### src/rtl/regs_arbiter.sv
// regs_arbiter: two-requester register-file port arbiter with lock/hold ownership and 1-cycle read response
module regs_arbiter #(
  parameter int DATA_WIDTH = 8,
  parameter int ADDR_WIDTH = 5,
  parameter int MAX_HOLD   = 4
) (
  input  logic                  i_CLK,
  input  logic                  i_RSTn,
  input  logic                  i_req0_valid,
  input  logic                  i_req0_lock,
  input  logic                  i_req0_we,
  input  logic [ADDR_WIDTH-1:0] i_req0_ra0,
  input  logic [ADDR_WIDTH-1:0] i_req0_ra1,
  input  logic [ADDR_WIDTH-1:0] i_req0_wa,
  input  logic [DATA_WIDTH-1:0] i_req0_wdata,
  output logic                  o_req0_ready,
  output logic                  o_rsp0_valid,
  output logic [DATA_WIDTH-1:0] o_rsp0_data0,
  output logic [DATA_WIDTH-1:0] o_rsp0_data1,
  input  logic                  i_req1_valid,
  input  logic                  i_req1_lock,
  input  logic                  i_req1_we,
  input  logic [ADDR_WIDTH-1:0] i_req1_ra0,
  input  logic [ADDR_WIDTH-1:0] i_req1_ra1,
  input  logic [ADDR_WIDTH-1:0] i_req1_wa,
  input  logic [DATA_WIDTH-1:0] i_req1_wdata,
  output logic                  o_req1_ready,
  output logic                  o_rsp1_valid,
  output logic [DATA_WIDTH-1:0] o_rsp1_data0,
  output logic [DATA_WIDTH-1:0] o_rsp1_data1,
  output logic [ADDR_WIDTH-1:0] o_reg0,
  output logic [ADDR_WIDTH-1:0] o_reg1,
  output logic [ADDR_WIDTH-1:0] o_reg2,
  output logic [DATA_WIDTH-1:0] o_data2,
  input  logic [DATA_WIDTH-1:0] i_data0,
  input  logic [DATA_WIDTH-1:0] i_data1
);
  typedef enum logic [1:0] {IDLE, OWN0, OWN1} state_t;
  state_t state, state_nx;
  logic lg, lg_nx, hold0, hold1, g0, g1, hs, lock, re_own, we;
  logic [3:0] hc, hc_nx;
  always_comb begin
    hold0 = state == OWN0 && i_req0_valid && hc < 4'(MAX_HOLD);
    hold1 = state == OWN1 && i_req1_valid && hc < 4'(MAX_HOLD);
    // unexpired owner wins outright; otherwise a tie goes to the requester that is not LG
    g0 = i_RSTn && i_req0_valid && (hold0 || (!hold1 && (!i_req1_valid || lg)));
    g1 = i_RSTn && i_req1_valid && (hold1 || (!hold0 && (!i_req0_valid || !lg)));
    hs = g0 || g1;
    lock = g1 ? i_req1_lock : i_req0_lock;
    re_own = g1 ? hold1 : hold0;
    we = hs && (g1 ? i_req1_we : i_req0_we);
    state_nx = hs && lock ? (g1 ? OWN1 : OWN0) : IDLE;
    hc_nx = hs && lock ? (re_own ? hc + 4'd1 : 4'd1) : 4'd0;
    lg_nx = hs ? g1 : lg;
    o_req0_ready = g0;
    o_req1_ready = g1;
    o_reg0 = hs ? (g1 ? i_req1_ra0 : i_req0_ra0) : '0;
    o_reg1 = hs ? (g1 ? i_req1_ra1 : i_req0_ra1) : '0;
    o_reg2 = we ? (g1 ? i_req1_wa : i_req0_wa) : '0;
    o_data2 = we ? (g1 ? i_req1_wdata : i_req0_wdata) : '0;
  end
  always_ff @(posedge i_CLK) begin
    if (!i_RSTn) begin
      state <= IDLE;
      hc <= 4'd0;
      lg <= 1'b1;
      o_rsp0_valid <= 1'b0;
      o_rsp1_valid <= 1'b0;
      o_rsp0_data0 <= '0;
      o_rsp0_data1 <= '0;
      o_rsp1_data0 <= '0;
      o_rsp1_data1 <= '0;
    end else begin
      state <= state_nx;
      hc <= hc_nx;
      lg <= lg_nx;
      o_rsp0_valid <= g0;
      o_rsp1_valid <= g1;
      if (g0) begin
        o_rsp0_data0 <= i_data0;
        o_rsp0_data1 <= i_data1;
      end
      if (g1) begin
        o_rsp1_data0 <= i_data0;
        o_rsp1_data1 <= i_data1;
      end
    end
  end
endmodule

### config.mk
export PLATFORM = sky130hd
export DESIGN_NAME = regs_arbiter
export DESIGN_NICKNAME = d
export VERILOG_FILES = /design/src/rtl/regs_arbiter.sv
export SDC_FILE = /design/constraint.sdc
export NUM_CORES = 1
export LEC_CHECK = 0
export CORE_MARGIN = 1.5
export CORE_UTILIZATION = 36
export CTS_CLUSTER_SIZE = 30
export DETAILED_ROUTE_END_ITERATION = 6
export GPL_TIMING_DRIVEN = 1
export PLACE_DENSITY = 0.79
export SYNTH_ARGS = -nofsm -noshare
export SYNTH_HDL_FRONTEND = slang
export SYNTH_SLANG_ARGS = --single-unit
### constraint.sdc
create_clock -name i_CLK -period 2.3 [get_ports i_CLK]
set_clock_uncertainty 0.05 [all_clocks]
set_input_delay 0.345 -clock i_CLK [delete_from_list [all_inputs] [get_ports i_CLK]]
set_output_delay 0.345 -clock i_CLK [all_outputs]
set_load 0.02 [all_outputs]
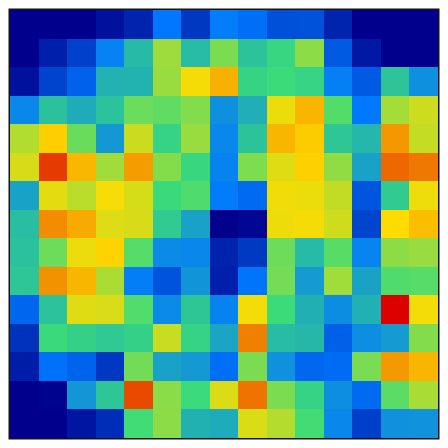
*Routed metal per tile, run 1*
15 x 15 tiles, from dark blue (low) to red (high), scaled to the fullest tile. Values are wire area over tile area, all layers added.
tiles over half the peak = 42%
densest ninth of the die = left middle
mean over tiles = 0.20
fullest tile = 0.44
nearly empty tiles = 6.7%

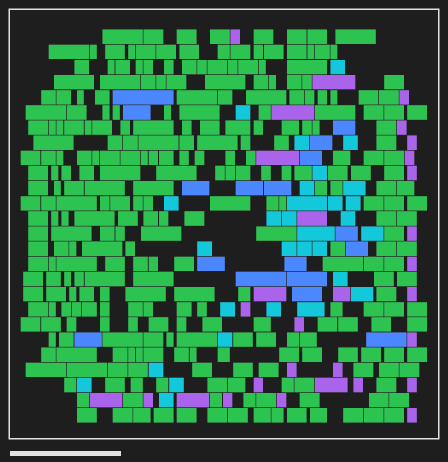
*Sizing map, run 1*
Bar = 20 um.
x2 -> purple  # cells 30, most used buf_2
x1 and smaller -> green  # cells 295, most used clkdlybuf4s50_1
x3 and x4 -> cyan  # cells 30, most used buf_4
x6 and larger -> blue  # cells 17

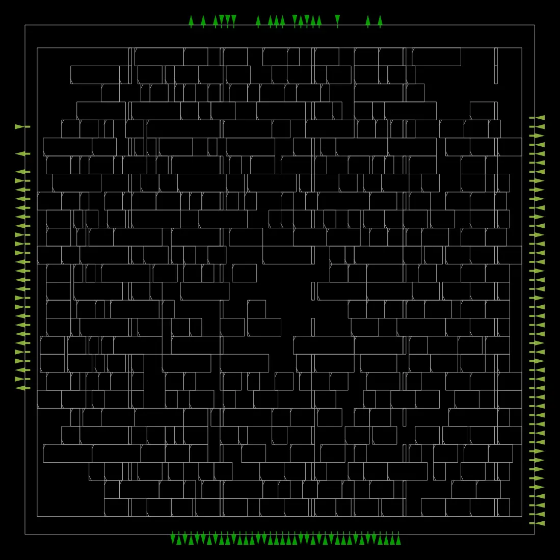
*Placed standard cells, run 1*
core area: 5170 um2
Tapcells: 70

run 1: metal layers:
layer,vias up,part of all wire,track usage
met5,-,0,0
met4,0,0.022,0.0778
met3,14,0.086,0.0821
met2,99,0.48,0.386
met1,1093,0.41,0.265
li1,1123,-,-
run 1: worst max-delay path: stages (launching register included):
cell and delay [ns]:
dfxtp_2 0.33, o311ai_1 0.38, and2_1 0.25, and3_4 0.30, a32o_1 0.19, buf_2 0.16
run 1: stage by stage:
stage               area [um2]  setup TNS [ns]
floorplan                 1970               0
global placement          3460          -10.75
detailed placement        3460          -12.16
CTS                       3510          -0.250
global route              3610           -1.11
finish                    3610         -0.0148
run 1: state kept, by name, summed over array words and instances (netlist names):
| register | count |
|---|---|
| o_rsp0_data0 | 8 |
| o_rsp0_data1 | 8 |
| o_rsp1_data0 | 8 |
| o_rsp1_data1 | 8 |
| hc | 4 |
| state | 2 |
| lg | 1 |
| o_rsp0_valid | 1 |
| o_rsp1_valid | 1 |
run 1: cell usage after synthesis, types with 2 or more instances:
master / instances
o21ai_0: 19
clkbuf_1: 8
nand3_1: 19
buf_2: 9
and2_1: 4
a32o_1: 13
a21oi_1: 4
nor2b_1: 11
a21boi_1: 2
and3_1: 3
a32oi_1: 10
nand2_1: 34
dfxtp_1: 41
a21boi_0: 30
run 1: repair_timing:
item,in CTS,in global routing
pin swaps,2,5
buffers inserted,0,3
resized,100,21
setup endpoints to repair,25,24
gates cloned,1,1
run 1: report_power, final:
part / internal [mW] / switching, mW
Clock: 0.353 / 0.245
Combinational: 0.302 / 0.269
Sequential: 0.751 / 0.0220
Total: 1.41 / 0.536
run 1: cell families (layout without fill, tap and decap cells):
family	Yosys count	after routing
buf+inv	21	166
simple gates	76	77
compound gates	86	86
fa+ha+maj	1	1
flops	41	41
other cells	1	1
==> impl_metrics.tcl <==
# metrics dict for downstream scripts
set metrics [dict create \
    dp_hpwl_um 4810 \
    dieHeight_um 76.9 \
    comb-cell-share 0.309 \
    violations "setup timing" \
    warnings 28 \
    die_w_um 76.9 \
    ctsHoldBuffers 0 \
    ys_sh_xor 0 \
    final_cell_mix "clkdlybuf4s50_1, dfxtp_1, nand2_1" \
    grt_pass1_wl_um 10900 \
    nonClkBufAreaFrac 0.406 \
    wl_per_cell_um 15.9 \
    avgSynthCellArea_um2 8.70 \
    ys_ff 41 \
    critPathCapture "o_data2[6]" \
    power_mw 1.94 \
    hold_end "o_rsp0_data1[5]" \
    ys_warn_count 0 \
    placed_cells 429 \
    portBuffers 128 \
    grt_pass1_vias 2204 \
    synthCells 226 \
    synthTopLogicFamily "AND-OR/OR-AND gates" \
    drc 0 \
    layout.cells.non_filler 442 \
    reg2reg_depth 8 \
    fmax_ghz 0.433 \
    crit_type "flip-flop to primary output" \
    rsz0062_at_grt "true" \
    initCoreUtil 0.380 \
    power_density_nw_per_um2 538 \
    setup_viol 2 \
    ys_sh_aoi 0.328 \
    top_area_frac 0.418 \
    status "finished with violations" \
    fill_cells 403 \
    dieArea_um2 5910 \
    n_clock_buffer 6 \
    grt_use_total 0.228 \
    inverters 0 \
    fp_nets 297 \
    min_period_ns 2.31 \
    clockBufferDepth 2 \
    reg2reg_slack_ns 0.45 \
    p_leak_nw 1.40 \
    ys_sh_adder 0.00637 \
    async_flop_share 0 \
    hold_depth 2 \
    grt_overflow 0 \
    preCtsSetupSlack_ns -0.597 \
    drt_iter0_markers 178 \
    dr.pass1.iters 4 \
    irDropWorstVdd_v 0.000510 \
    wl_um 7020 \
    cts_tree "built" \
    seq_area_frac 0.228 \
    grt_max_degree 52 \
    drv_slew 0 \
    hold_viol 0 \
    seq_area_um2 825 \
    area_leaders "dfxtp_1, a21boi_0, a32o_1" \
    synthDistinctLibCells 33 \
    min_from "o_rsp0_data1[5]" \
    cts-htree-levels 2 \
    seq_cell_count 41 \
    num_vias 2329 \
    synth_area_um2 1970 \
    maxCapViolCount 0 \
    logic_gates 165 \
    cp_max_fo 15 \
    r2r_end "o_rsp0_data1[6]" \
    crit_path_end_kind "primary output" \
    ys_seq_share 0.418 \
    ant_nets 0 \
    clk_latency_ns 0.29 \
    fin_crit_sh 1.00 \
    grt_antenna_before_repair 0 \
    nets 442 \
    whs_ns 0.406 \
    cp-start-kind "flip-flop" \
    fin_ws_ns -0.00911 \
    clockRootBuffer "clkbuf_8" \
    synth-edff-count 0 \
    clk_share 0.0333 \
    clk_pin_slew_ns 0.08 \
    combGateArea_um2 1110 \
    buffers 158 \
    largest_class "non-clock buffers" \
    top_area_cell "dfxtp_1" \
    ys_sh_mux 0 \
    diodes 0 \
    cts_sinks 41 \
    hold_class "flip-flop to flip-flop" \
    crit-reg2reg-launch "state[0]" \
    final_util 0.698 \
    vias_per_cell 5.27 \
    gp_congestion 0.764 \
    lay_top_count "clkdlybuf4s50_1" \
    drive_above_1_share 0.207 \
    boundaryPins 129 \
    cp.arrival_ns 1.91 \
    rows 26 \
    flop_cell "dfxtp_1" \
    yosys_cells 226 \
    cp.required_ns 1.90 \
    synthToLayoutAreaGrowth_pct 83.8 \
    ys_sh_simple 0.194 \
    crit_start "hc[3]" \
    cts_inserted_buffers 5 \
    ys_chip_area_um2 1970 \
]
